File: src/rtl/lsu_if.sv
// lsu_if: bundles the core request/response handshake and the data memory port of the
// load/store unit.
//   slave  modport: the LSU side (takes requests, drives responses and the memory port)
//   master modport: the core/memory side (drives requests, consumes responses, returns data)
// Signals: req_valid/req_ready/req_write/req_size/req_signed/req_address/req_wdata,
//          resp_valid/resp_ready/resp_rdata/resp_fault,
//          memory_address/memory_in/memory_size/memory_write_enable/memory_out.
interface lsu_if;
    logic        req_valid;
    logic        req_ready;
    logic        req_write;
    logic [1:0]  req_size;
    logic        req_signed;
    logic [31:0] req_address;
    logic [31:0] req_wdata;
    logic        resp_valid;
    logic        resp_ready;
    logic [31:0] resp_rdata;
    logic        resp_fault;
    logic [31:0] memory_address;
    logic [31:0] memory_in;
    logic [1:0]  memory_size;
    logic        memory_write_enable;
    logic [31:0] memory_out;

    modport slave (
        input  req_valid, req_write, req_size, req_signed, req_address, req_wdata,
        input  resp_ready, memory_out,
        output req_ready, resp_valid, resp_rdata, resp_fault,
        output memory_address, memory_in, memory_size, memory_write_enable
    );

    modport master (
        output req_valid, req_write, req_size, req_signed, req_address, req_wdata,
        output resp_ready, memory_out,
        input  req_ready, resp_valid, resp_rdata, resp_fault,
        input  memory_address, memory_in, memory_size, memory_write_enable
    );
endinterface

File: src/rtl/load_store_unit.sv
// load_store_unit: initiator side of the byte-lane data memory port. Accepts one load/store
// at a time, drives registered memory_* outputs, waits READ_LATENCY cycles for load data,
// extends it to 32 bits and returns it on a valid/ready response channel.
// Ports:
//   clk  - clock, all logic on posedge
//   rst  - synchronous active-high reset
//   bus  - lsu_if.slave: request, response and memory port signals
// Parameter:
//   READ_LATENCY - cycles from address presented to memory_out valid (1..7)
// Optional feature: define LSU_ALIGN_CHECK_EN to fault misaligned accesses and size 11
// without touching memory; otherwise resp_fault is always 0 and all accesses go to memory.
module load_store_unit #(
    parameter int unsigned READ_LATENCY = 1
) (
    input logic  clk,
    input logic  rst,
    lsu_if.slave bus
);

    typedef enum logic [1:0] {StIdle, StWrite, StRead, StResp} state_e;

    localparam logic [2:0] CntInit = 3'(READ_LATENCY - 1);

    state_e      state_q, state_d;
    logic [31:0] addr_q, addr_d;
    logic [31:0] wdata_q, wdata_d;
    logic [1:0]  size_q, size_d;
    logic        signed_q, signed_d;
    logic        we_q, we_d;
    logic [2:0]  cnt_q, cnt_d;
    logic [31:0] rdata_q, rdata_d;
    logic        fault_q, fault_d;
    logic        misaligned;
    logic [31:0] load_ext;

`ifdef LSU_ALIGN_CHECK_EN
    assign misaligned = (bus.req_size == 2'b01 && bus.req_address[0]) ||
                        (bus.req_size == 2'b10 && bus.req_address[1:0] != 2'b00) ||
                        (bus.req_size == 2'b11);
`else
    assign misaligned = 1'b0;
`endif

    // Memory returns data low-justified; size 11 is treated as word.
    always_comb begin
        unique case (size_q)
            2'b00:   load_ext = {{24{signed_q & bus.memory_out[7]}}, bus.memory_out[7:0]};
            2'b01:   load_ext = {{16{signed_q & bus.memory_out[15]}}, bus.memory_out[15:0]};
            default: load_ext = bus.memory_out;
        endcase
    end

    always_comb begin
        state_d  = state_q;
        addr_d   = addr_q;
        wdata_d  = wdata_q;
        size_d   = size_q;
        signed_d = signed_q;
        we_d     = 1'b0;
        cnt_d    = cnt_q;
        rdata_d  = rdata_q;
        fault_d  = fault_q;
        unique case (state_q)
            StIdle: begin
                if (bus.req_valid) begin
                    if (misaligned) begin
                        // No memory access: memory_* registers keep their old values.
                        fault_d = 1'b1;
                        rdata_d = 32'h0;
                        state_d = StResp;
                    end else begin
                        addr_d   = bus.req_address;
                        wdata_d  = bus.req_wdata;
                        size_d   = bus.req_size;
                        signed_d = bus.req_signed;
                        fault_d  = 1'b0;
                        if (bus.req_write) begin
                            we_d    = 1'b1;
                            state_d = StWrite;
                        end else begin
                            cnt_d   = CntInit;
                            state_d = StRead;
                        end
                    end
                end
            end
            StWrite: begin
                rdata_d = 32'h0;
                state_d = StResp;
            end
            StRead: begin
                if (cnt_q == 3'd0) begin
                    rdata_d = load_ext;
                    state_d = StResp;
                end else begin
                    cnt_d = cnt_q - 3'd1;
                end
            end
            StResp: begin
                if (bus.resp_ready) begin
                    state_d = StIdle;
                end
            end
            default: state_d = StIdle;
        endcase
    end

    always_ff @(posedge clk) begin
        if (rst) begin
            state_q  <= StIdle;
            addr_q   <= 32'h0;
            wdata_q  <= 32'h0;
            size_q   <= 2'b00;
            signed_q <= 1'b0;
            we_q     <= 1'b0;
            cnt_q    <= 3'd0;
            rdata_q  <= 32'h0;
            fault_q  <= 1'b0;
        end else begin
            state_q  <= state_d;
            addr_q   <= addr_d;
            wdata_q  <= wdata_d;
            size_q   <= size_d;
            signed_q <= signed_d;
            we_q     <= we_d;
            cnt_q    <= cnt_d;
            rdata_q  <= rdata_d;
            fault_q  <= fault_d;
        end
    end

    assign bus.req_ready           = (state_q == StIdle);
    assign bus.resp_valid          = (state_q == StResp);
    assign bus.resp_rdata          = rdata_q;
    assign bus.resp_fault          = fault_q;
    assign bus.memory_address      = addr_q;
    assign bus.memory_in           = wdata_q;
    assign bus.memory_size         = size_q;
    assign bus.memory_write_enable = we_q;

endmodule
File: src/flat_wrapper.sv
// flat-port wrapper written by rule: the top's interface ports become plain ports
module load_store_unit_flat 
#(
    parameter int unsigned READ_LATENCY = 1
)
  (clk, rst, bus_req_valid, bus_req_write, bus_req_size, bus_req_signed, bus_req_address, bus_req_wdata, bus_resp_ready, bus_memory_out, bus_req_ready, bus_resp_valid, bus_resp_rdata, bus_resp_fault, bus_memory_address, bus_memory_in, bus_memory_size, bus_memory_write_enable);
  lsu_if bus_i ();
  input logic clk;
  input logic rst;
  input wire logic [$bits(bus_i.req_valid)-1:0] bus_req_valid;
  input wire logic [$bits(bus_i.req_write)-1:0] bus_req_write;
  input wire logic [$bits(bus_i.req_size)-1:0] bus_req_size;
  input wire logic [$bits(bus_i.req_signed)-1:0] bus_req_signed;
  input wire logic [$bits(bus_i.req_address)-1:0] bus_req_address;
  input wire logic [$bits(bus_i.req_wdata)-1:0] bus_req_wdata;
  input wire logic [$bits(bus_i.resp_ready)-1:0] bus_resp_ready;
  input wire logic [$bits(bus_i.memory_out)-1:0] bus_memory_out;
  output wire logic [$bits(bus_i.req_ready)-1:0] bus_req_ready;
  output wire logic [$bits(bus_i.resp_valid)-1:0] bus_resp_valid;
  output wire logic [$bits(bus_i.resp_rdata)-1:0] bus_resp_rdata;
  output wire logic [$bits(bus_i.resp_fault)-1:0] bus_resp_fault;
  output wire logic [$bits(bus_i.memory_address)-1:0] bus_memory_address;
  output wire logic [$bits(bus_i.memory_in)-1:0] bus_memory_in;
  output wire logic [$bits(bus_i.memory_size)-1:0] bus_memory_size;
  output wire logic [$bits(bus_i.memory_write_enable)-1:0] bus_memory_write_enable;
  assign bus_i.req_valid = bus_req_valid;
  assign bus_i.req_write = bus_req_write;
  assign bus_i.req_size = bus_req_size;
  assign bus_i.req_signed = bus_req_signed;
  assign bus_i.req_address = bus_req_address;
  assign bus_i.req_wdata = bus_req_wdata;
  assign bus_i.resp_ready = bus_resp_ready;
  assign bus_i.memory_out = bus_memory_out;
  assign bus_req_ready = bus_i.req_ready;
  assign bus_resp_valid = bus_i.resp_valid;
  assign bus_resp_rdata = bus_i.resp_rdata;
  assign bus_resp_fault = bus_i.resp_fault;
  assign bus_memory_address = bus_i.memory_address;
  assign bus_memory_in = bus_i.memory_in;
  assign bus_memory_size = bus_i.memory_size;
  assign bus_memory_write_enable = bus_i.memory_write_enable;
  load_store_unit #(.READ_LATENCY(READ_LATENCY)) u_core (.clk(clk), .rst(rst), .bus(bus_i));
endmodule
File: config.mk
export PLATFORM = sky130hd
export DESIGN_NAME = load_store_unit_flat
export DESIGN_NICKNAME = d
export VERILOG_FILES = /design/src/rtl/lsu_if.sv /design/src/rtl/load_store_unit.sv /design/src/flat_wrapper.sv
export SDC_FILE = /design/constraint.sdc
export NUM_CORES = 1
export LEC_CHECK = 0
export CORE_ASPECT_RATIO = 1.25
export CORE_MARGIN = 2
export CORE_UTILIZATION = 30
export CTS_CLUSTER_SIZE = 8
export DETAILED_ROUTE_END_ITERATION = 8
export PLACE_DENSITY = 0.65
export SLEW_MARGIN = 20
export SYNTH_ARGS = -nofsm -noshare
export SYNTH_HDL_FRONTEND = slang
export SYNTH_SLANG_ARGS = --single-unit
export TNS_END_PERCENT = 100
File: constraint.sdc
create_clock -name clk -period 1.9 [get_ports clk]
set_clock_uncertainty 0.2 [all_clocks]
set_input_delay 0.285 -clock clk [delete_from_list [all_inputs] [get_ports clk]]
set_output_delay 0.285 -clock clk [all_outputs]
set_load 0.02 [all_outputs]
==> results.yml, run 1 <==
# implementation run metrics
global_routing:
  grt_max_degree: 51
  overflow: 0
  grt_pass1_vias: 4043
  grt_first_pass_wirelength_um: 19500
  antenna_found_initial: 0
clocking:
  cts_root_buffer: "clkbuf_16"
  cts_tree: "built"
  cts_setup_buffers: 0
  cts_buffer_depth: 2
  cts_max_level: 3
  path_clk_slew_ns: 0.07
  cts_hold_buf: 0
logic_synthesis:
  ys_area_um2: 4080
  ys_warn_count: 0
  yosysUniqueCellTypes: 31
  fp_nets: 619
  top_cell_area_share_pct: 51.6
  ys_seq_elements: 105
  synth_top_flop_cell: "dfxtp_1"
  edf_count: 0
  synthCells: 509
  area_leaders: "dfxtp_1, nand2_1, a21oi_1"
  most_common_cell: "nand2_1"
  top_area_cell: "dfxtp_1"
  syn_area_per_cell_um2: 8.01
  netlist_area_um2: 4080
  ys_seq_share_pct: 51.6
  async_flop_share_pct: 0
job:
  drv_cap: 0
  warnings: 30
critical_path:
  reg2reg_slack_ns: 0.12
  path_cells: "clkdlybuf4s50_1"
  slowest_stage: "clkdlybuf4s50_1"
  r2r-start: "u_core.state_q[0]"
  start_kind: "flop"
  cp.arrival_ns: 1.32
  rr_worst_depth: 6
  worst-path-buf-inv: 1
  path_delay_family: "buffers and inverters"
  cpPeakStageDelay_ns: 0.64
  path_class: "reg -> out"
  required_ns: 1.41
  path_max_fanout: 2
final_timing:
  setup_slack_ns: 0.0912
  worst_pin_slew_ns: 0.537
  maxSlewHeadroom_pct: 64.2
  fin_crit_ns: 1.81
  hold_viol_final: 0
  rsz0062_at_grt: "false"
floorplan:
  fp.dieH_um: 134
  coreArea_um2: 13200
  die_w_um: 108
  initCoreUtil_pct: 30.8
  io_pins: 206
detailed_routing:
  drtPass1Iterations: 4
  drt_iter0_markers: 165
  wl_met1_um: 4970
  viasPerCell: 4.64
  highest_layer: "met4"
  routed_wl_um: 12300
  wl_met2_um: 5950
  drc_errors: 0
power_and_ir_drop:
  switching_power_mw: 2.86
  peakVddDrop_mv: 0.675
  pwr-share-clk_pct: 25.1
  comb_power_share_pct: 41.0
final_layout:
  drive_above_1_share_pct: 6.77
  syn_to_final_growth_pct: 64.0
  nNetsFinal: 814
  nFillCells: 1288
  n_antenna_cell: 0
place:
  gp_congestion: 0.803
  port_buffers: 204
  dpl.hpwl_um: 8790
hold_path:
  worstHoldStart: "rst"
  hp-class: "in -> reg"
  holdPathEnd: "u_core.cnt_q[2]"
status:
  status: "complete, no violations"
## run 1: routing by layer
metal	up-vias	track usage [%]
met4	0	6.41
met1	1858	19.0
met3	18	5.30
met5	-	0
li1	2050	-
met2	160	28.9
## run 1: worst min-delay path, cell delays in order
cell and delay [ns]:
buf_4 0.11, inv_1 0.06, o31ai_1 0.10, nor2_1 0.06
## run 1: cells in the final DEF (no fill, tap or decap), types with 8 or more instances in the layout
cell	count
nand3_1	25
nand2_1	169
o21ai_0	8
nand2b_1	19
clkbuf_16	9
clkdlybuf4s50_1	199
a21oi_1	93
dfxtp_1	105
a22o_1	8
inv_1	8
buf_4	13
## run 1: power groups by stage
stage          Clock (mW)  Sequential, mW  Combinational (mW)
6_report             2.02            2.73                3.30
5_1_grt              2.19            2.77                3.58
4_1_cts              2.09            2.73                3.26
3_5_place_dp            0            2.78                3.27
3_3_place_gp            0            2.76                3.23
2_1_floorplan           0            3.15                1.48
## run 1: worst max-delay path by stage
stage | slack [ns] | depth (start not counted) | to | start
2_1_floorplan | 0.08 | 8 | u_core.bus.memory_in[10] | u_core.state_q[0]
3_3_place_gp | 0.03 | 6 | u_core.state_q[1] | bus_req_valid
3_5_place_dp | -0.03 | 5 | u_core.cnt_q[0] | bus_req_valid
4_1_cts | 0.01 | 3 | bus_req_ready | u_core.state_q[0]
5_1_grt | 0.003 | 7 | u_core.bus.memory_address[23] | u_core.state_q[0]
6_report | 0.09 | 1 | bus_memory_address[21] | u_core.bus.memory_address[21]
## run 1: kinds of logic (layout without fill, tap and decap cells)
logic type	Yosys count	after routing	share of synthesized area, %
compound gates	118	118	16.5
xor+xnor	2	2	0.430
fa+ha+maj	6	6	1.84
buf+inv	47	247	5.56
flops	105	105	51.6
mux	3	3	0.737
other cells	1	1	0.0920
simple gates	227	227	23.2
## run 1: stage by stage
| step | util, % | hold WS, ns | power (mW) | setup TNS, ns | instances |
|---|---|---|---|---|---|
| after floorplan | - | 0.221 | 4.62 | 0 | 509 |
| after global routing | 50.5 | 0.115 | 8.54 | 0 | 880 |
| final | 50.5 | 0.112 | 8.05 | 0 | 880 |
| after CTS | 50.4 | 0.0937 | 8.09 | 0 | 880 |
| after global placement | 47.9 | 0.238 | 5.99 | 0 | 864 |
| after detailed placement | 47.9 | 0.243 | 6.05 | -0.123 | 864 |
## run 1: registers in the layout, summed over array words and instances (netlist names)
signal	count
u_core.bus.memory_write_enable	1
u_core.bus.resp_rdata	32
u_core.signed_q	1
u_core.bus.memory_size	2
u_core.bus.memory_in	32
u_core.bus.memory_address	32
u_core.cnt_q	3
u_core.state_q	2
## run 1: final cells by class
cell class | instances | area, um2 | area share, %
Timing Repair Buffer | 222 | 2240 | 33.6
Inverter | 9 | 33.8 | 0.506
Sequential cell | 105 | 2100 | 31.5
Clock inverter | 6 | 95.1 | 1.42
Multi-Input combinational cell | 357 | 1760 | 26.4
Clock buffer | 10 | 229 | 3.43
Tap cell | 171 | 214 | 3.20
## run 1: repair_timing
action	in CTS	in global routing
resized	6	8
cloned	0	0
pin swaps	0	0
setup endpoints to repair	11	74
run_1/floorplan.png
Scale: 3 px per um. Pins as bars on the die edge.
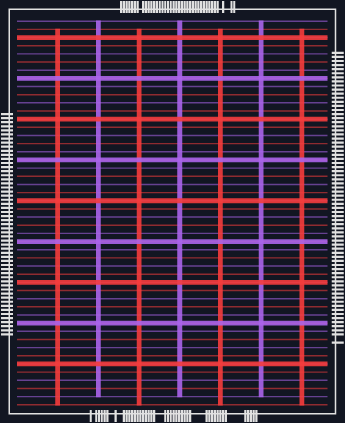
VDD: shown in purple. VSS: shown in red.
The core has 47 rows. 206 signal pins sit on the boundary. 48 met1 rails follow the rows. 7 straps on met4.

run_1/clock_nets.png
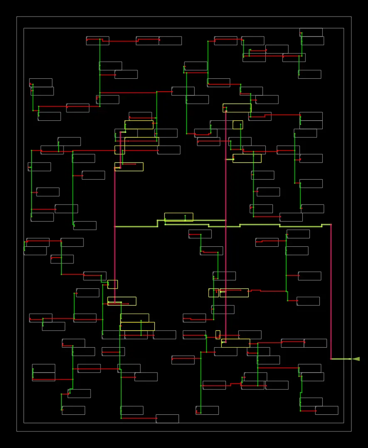
seq_cells: 105
Worst-Skew Late Latency: 0.34 ns
# clk buffers: 10
total CTS buffers: 9
clk pwr: 2.02 mW

run_1/util_map.png
Scale: 3 px per um. 11 x 13 tiles, from black (low) to pale yellow (high), 0 to 100% covered.
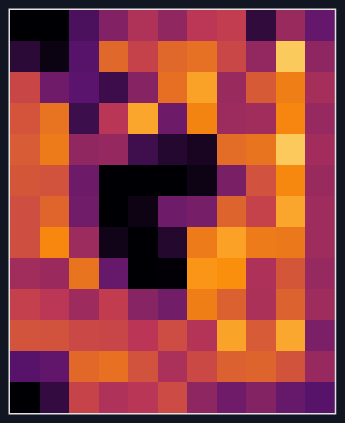
The mean over all tiles is 45%. 7.0% of the tiles are nearly empty. The emptiest ninth of the die: center. The densest ninth of the die: middle right.

run_1/m2.png
Scale: 3 px per um.
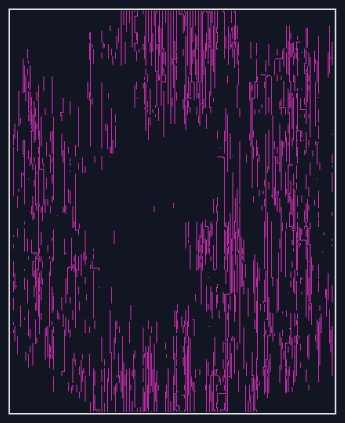

## Run 2: what changed since run 1
SKIP_LAST_GASP = 1   (was unset)
run_2/m2.png
Scale: 3 px per um.
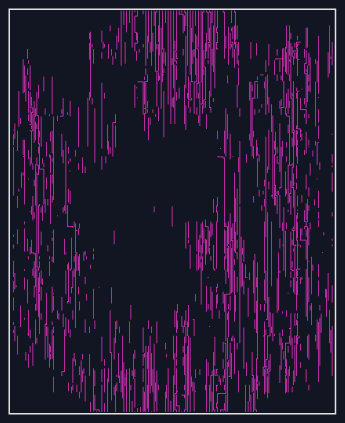
The layer holds 48% of the routed length. The longest straight run is 45.6 um. The wires run mostly vertical. The layer carries 5,970 um of wire. 662 nets have wire on it.

==> results.yml, run 2 <==
# implementation run metrics
critical_path:
  worst-path-buf-inv: 1
  path_delay_family: "buffers and inverters"
  cp.arrival_ns: 1.32
  r2r-start: "u_core.state_q[0]"
  slowest_stage: "clkdlybuf4s50_1"
  path_class: "reg -> out"
  path_cells: "clkdlybuf4s50_1"
  required_ns: 1.41
  cpPeakStageDelay_ns: 0.64
  start_kind: "flop"
logic_synthesis:
  yosysUniqueCellTypes: 31
  synth_top_flop_cell: "dfxtp_1"
  top_area_cell: "dfxtp_1"
  ys_sh_aoi_pct: 16.5
  ys_seq_elements: 105
  fa_ha_area_share_pct: 1.84
  top_cell_area_share_pct: 51.6
  ys_seq_share_pct: 51.6
  area_leaders: "dfxtp_1, nand2_1, a21oi_1"
  ys_warn_count: 0
  mux_area_share_pct: 0.737
  ys_sh_simple_pct: 23.2
place:
  dpl.hpwl_um: 8790
  placedCellCount: 864
  port_buffers: 204
hold_path:
  hp-class: "in -> reg"
power_and_ir_drop:
  peakVddDrop_mv: 0.659
clocking:
  cts_tree: "built"
  clkLatencyLatePin_ns: 0.34
  cts-buffers-inserted: 9
  cts_hold_buf: 0
  path_clk_slew_ns: 0.08
  cts_max_level: 3
floorplan:
  initCoreUtil_pct: 30.8
  fp.dieH_um: 134
  coreArea_um2: 13200
final_timing:
  maxSlewHeadroom_pct: 64.3
  setup_slack_ns: 0.0915
  rsz0062_at_grt: "true"
  worst_pin_slew_ns: 0.536
detailed_routing:
  drc_errors: 0
  routed_wl_um: 12300
  viasPerCell: 4.63
final_layout:
  layout.cells.most_common: "clkdlybuf4s50_1"
  syn_to_final_growth_pct: 64.0
  nNetsFinal: 814
  nFillCells: 1287
  finalNonFillerCells: 880
status:
  status: "complete, no violations"
global_routing:
  grt_pass1_vias: 4043
job:
  drv_cap: 0
  warnings: 32
-- run 2: area by class of cell --
cell class              count  area (um2)  share of cell area [%]
repair buffers            222        2240                    33.6
well taps                 171         214                    3.20
clock inverters             6        95.1                    1.42
flip-flops and latches    105        2100                    31.5
inverters                   9        33.8                   0.506
multi-input cells         357        1760                    26.4
clock buffers              10         229                    3.43
-- run 2: what timing repair did --
| action | CTS | global route |
|---|---|---|
| resized | 5 | 9 |
| gates cloned | 0 | 0 |
| setup buffers | 0 | 0 |
| endpoints found under the setup margin | 11 | 66 |
-- run 2: worst reg2reg max path: stages, from the launching register on --
cell	delay, ns
dfxtp_1	0.37
inv_1	0.10
ha_2	0.26
and3b_2	0.25
a2111oi_4	0.28
xnor2_1	0.15
nor2_1	0.05
-- run 2: power by group --
group	leakage (nW)	total, mW	internal [mW]	switching (mW)
logic	1.46	3.28	1.46	1.83
registers	0.856	2.73	2.54	0.185
clock network	0.158	2.03	1.17	0.852
-- run 2: layer usage --
metal  vias to the layer above  GRT usage (%)  wire, um
met1                      1850           19.0      4980
met2                       162           28.9      5970
met3                        16           5.30      1140
li1                       2049              -         -
met4                         0           6.41       244
met5                         -              0         0
-- run 2: final timing paths --
kind                                                 end  slack [ns]  cells after the start
worst max register to register           u_core.cnt_q[2]        0.12                      6
worst min-delay path                     u_core.cnt_q[2]        0.11                      4
worst min register to register  u_core.bus.resp_rdata[4]        0.25                      2
worst max-delay path              bus_memory_address[21]        0.09                      1
-- run 2: cells by family (layout without fill, tap and decap cells) --
| family | Yosys count | after routing |
|---|---|---|
| AND-OR/OR-AND | 118 | 118 |
| adder cells (fa/ha/maj) | 6 | 6 |
| flip-flops | 105 | 105 |
| other | 1 | 1 |
| multiplexers | 3 | 3 |
| XOR/XNOR | 2 | 2 |
| buffers and inverters | 47 | 247 |
| AND/OR/NAND/NOR | 227 | 227 |
-- run 2: per-stage QoR --
stage | total power [mW] | util [%] | instance area (um2)
finish | 8.04 | 50.5 | 6680
global route | 8.53 | 50.5 | 6680
detailed placement | 6.05 | 47.9 | 6340
CTS | 8.08 | 50.3 | 6660
global placement | 5.99 | 47.9 | 6340
floorplan | 4.62 | - | 4080
run_2/floorplan.png
Scale: 3 px per um. Pins as bars on the die edge.
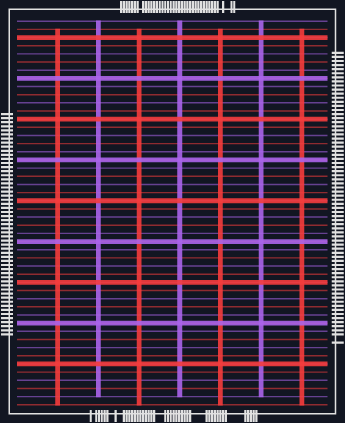

## Run 3: what changed since run 2
ABC_AREA = 1   (was unset)
run_3/floorplan.png
Scale: 3 px per um. Pins as bars on the die edge.
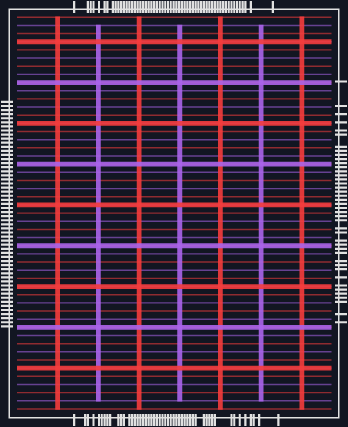
VDD: shown in purple. VSS: shown in red.
49 met1 rails follow the rows. 7 straps on met4. 9 straps on met5. The core has 48 rows. 206 signal pins sit on the boundary.

==> results.yml, run 3 <==
# implementation run metrics
detailed_routing:
  drc_errors: 0
  wl_met2_um: 6300
  highest_layer: "met4"
  routed_wl_um: 12000
  viasPerCell: 4.48
hold_path:
  hp-class: "reg -> reg"
clocking:
  clkLatencyLatePin_ns: 0.33
  cts_max_level: 3
  cts-buffers-inserted: 9
  cts_hold_buf: 0
logic_synthesis:
  area_leaders: "dfxtp_1, nor2_1, o21ai_0"
  top_cell_area_share_pct: 50.5
  synth_top_flop_cell: "dfxtp_1"
  ys_seq_elements: 105
  yosysUniqueCellTypes: 25
  top_area_cell: "dfxtp_1"
  ys_warn_count: 0
critical_path:
  path_delay_family: "buffers and inverters"
  cp.depth: 1
  path_cells: "clkdlybuf4s50_1"
  worst-path-buf-inv: 1
  rr_worst_depth: 7
  start_kind: "flop"
  required_ns: 1.41
  slowest_stage: "clkdlybuf4s50_1"
  path_class: "reg -> out"
  cp.arrival_ns: 1.31
job:
  drv_cap: 0
  warnings: 30
floorplan:
  fp.dieH_um: 136
  initCoreUtil_pct: 30.4
  coreArea_um2: 13700
place:
  port_buffers: 204
  placedCellCount: 912
  dpl.hpwl_um: 9050
final_timing:
  setup_slack_ns: 0.103
  rsz0062_at_grt: "false"
  maxSlewViolCount: 0
global_routing:
  grt_pass1_vias: 3952
final_layout:
  syn_to_final_growth_pct: 62.2
  layout.cells.most_common: "clkdlybuf4s50_1"
status:
  status: "complete, no violations"
==> run 3: cell count changes after synthesis, sizes merged, moves of 19 or more <==
cell and delta:
o21ai +68, nand2b -19, nor2 +164, nand2 -75
a21oi -57, nand3 -19
==> run 3: timing repair <==
| item | CTS | global route |
|---|---|---|
| hold endpoints to repair | 0 | 0 |
| resized | 2 | 2 |
| endpoints found under the setup margin | 2 | 1 |
| pin swaps | 0 | 0 |
==> run 3: logic make-up after synthesis <==
kind of cell	share of synthesized area (%)
buffers and inverters	6.22
adders and majority gates	1.80
DFF	50.5
AOI/OAI and AO/OA	14.8
and+or+nand+nor	26.6
other	0.0901
==> run 3: area by class of cell <==
cell class / instances / area [um2]
timing repair buffer: 218 / 2200
clock buffer: 10 / 239
sequential: 105 / 2100
tap: 175 / 219
clock inverter: 5 / 128
fill: 1351 / 6940
multi-input combinational: 398 / 1800
inverter: 16 / 61.3
==> run 3: stage by stage <==
stage | utilization (%) | total power [mW] | hold slack [ns]
2_1_floorplan | - | 5.43 | 0.228
3_3_place_gp | 46.7 | 7.01 | 0.249
3_5_place_dp | 46.7 | 7.11 | 0.254
4_1_cts | 49.4 | 9.38 | 0.265
5_1_grt | 49.3 | 9.86 | 0.279
6_report | 49.3 | 9.25 | 0.264
==> run 3: final timing paths <==
kind	from	endpoint	slack [ns]
worst max-delay path	u_core.bus.memory_in[4]	bus_memory_in[4]	0.10
worst min-delay path	u_core.bus.resp_rdata[13]	u_core.bus.resp_rdata[13]	0.26
worst max register to register	u_core.state_q[1]	u_core.bus.resp_rdata[16]	0.16
worst min register to register	u_core.bus.resp_rdata[13]	u_core.bus.resp_rdata[13]	0.26
==> run 3: worst register-to-register path: stages, from the launching register on <==
cell     delay [ns]
dfxtp_1        0.36
inv_1          0.09
ha_1           0.37
nand4_4        0.17
buf_4          0.20
nor2_1         0.08
nand2_1        0.06
a21oi_1        0.14
==> run 3: layer usage <==
metal	GRT usage, %	up-vias
li1	-	2140
met1	16.7	1857
met2	28.4	137
met3	4.43	21
met4	6.47	0
met5	0	-
==> run 3: power by group <==
| group | switching [mW] | internal (mW) |
|---|---|---|
| registers | 0.248 | 2.69 |
| clock network | 0.793 | 1.45 |
| logic | 2.34 | 1.73 |

==> layout pictures side by side <==
Where the registers sit.
Scale: 3 px per um. Other sequential cells in the stronger gray, the rest of the logic in the fainter gray.
Plate I
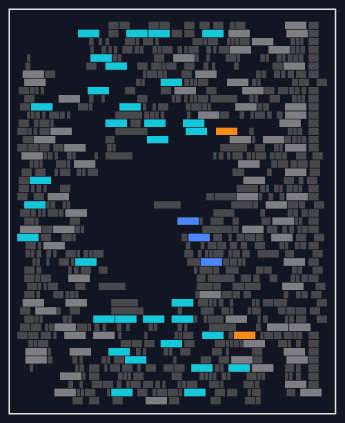
Plate II
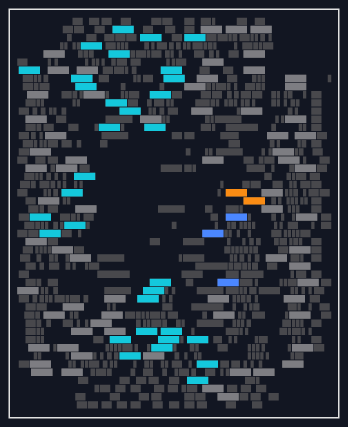
Plate I: run 2
Plate II: run 3

Power is estimated from default activity; no workload was simulated.
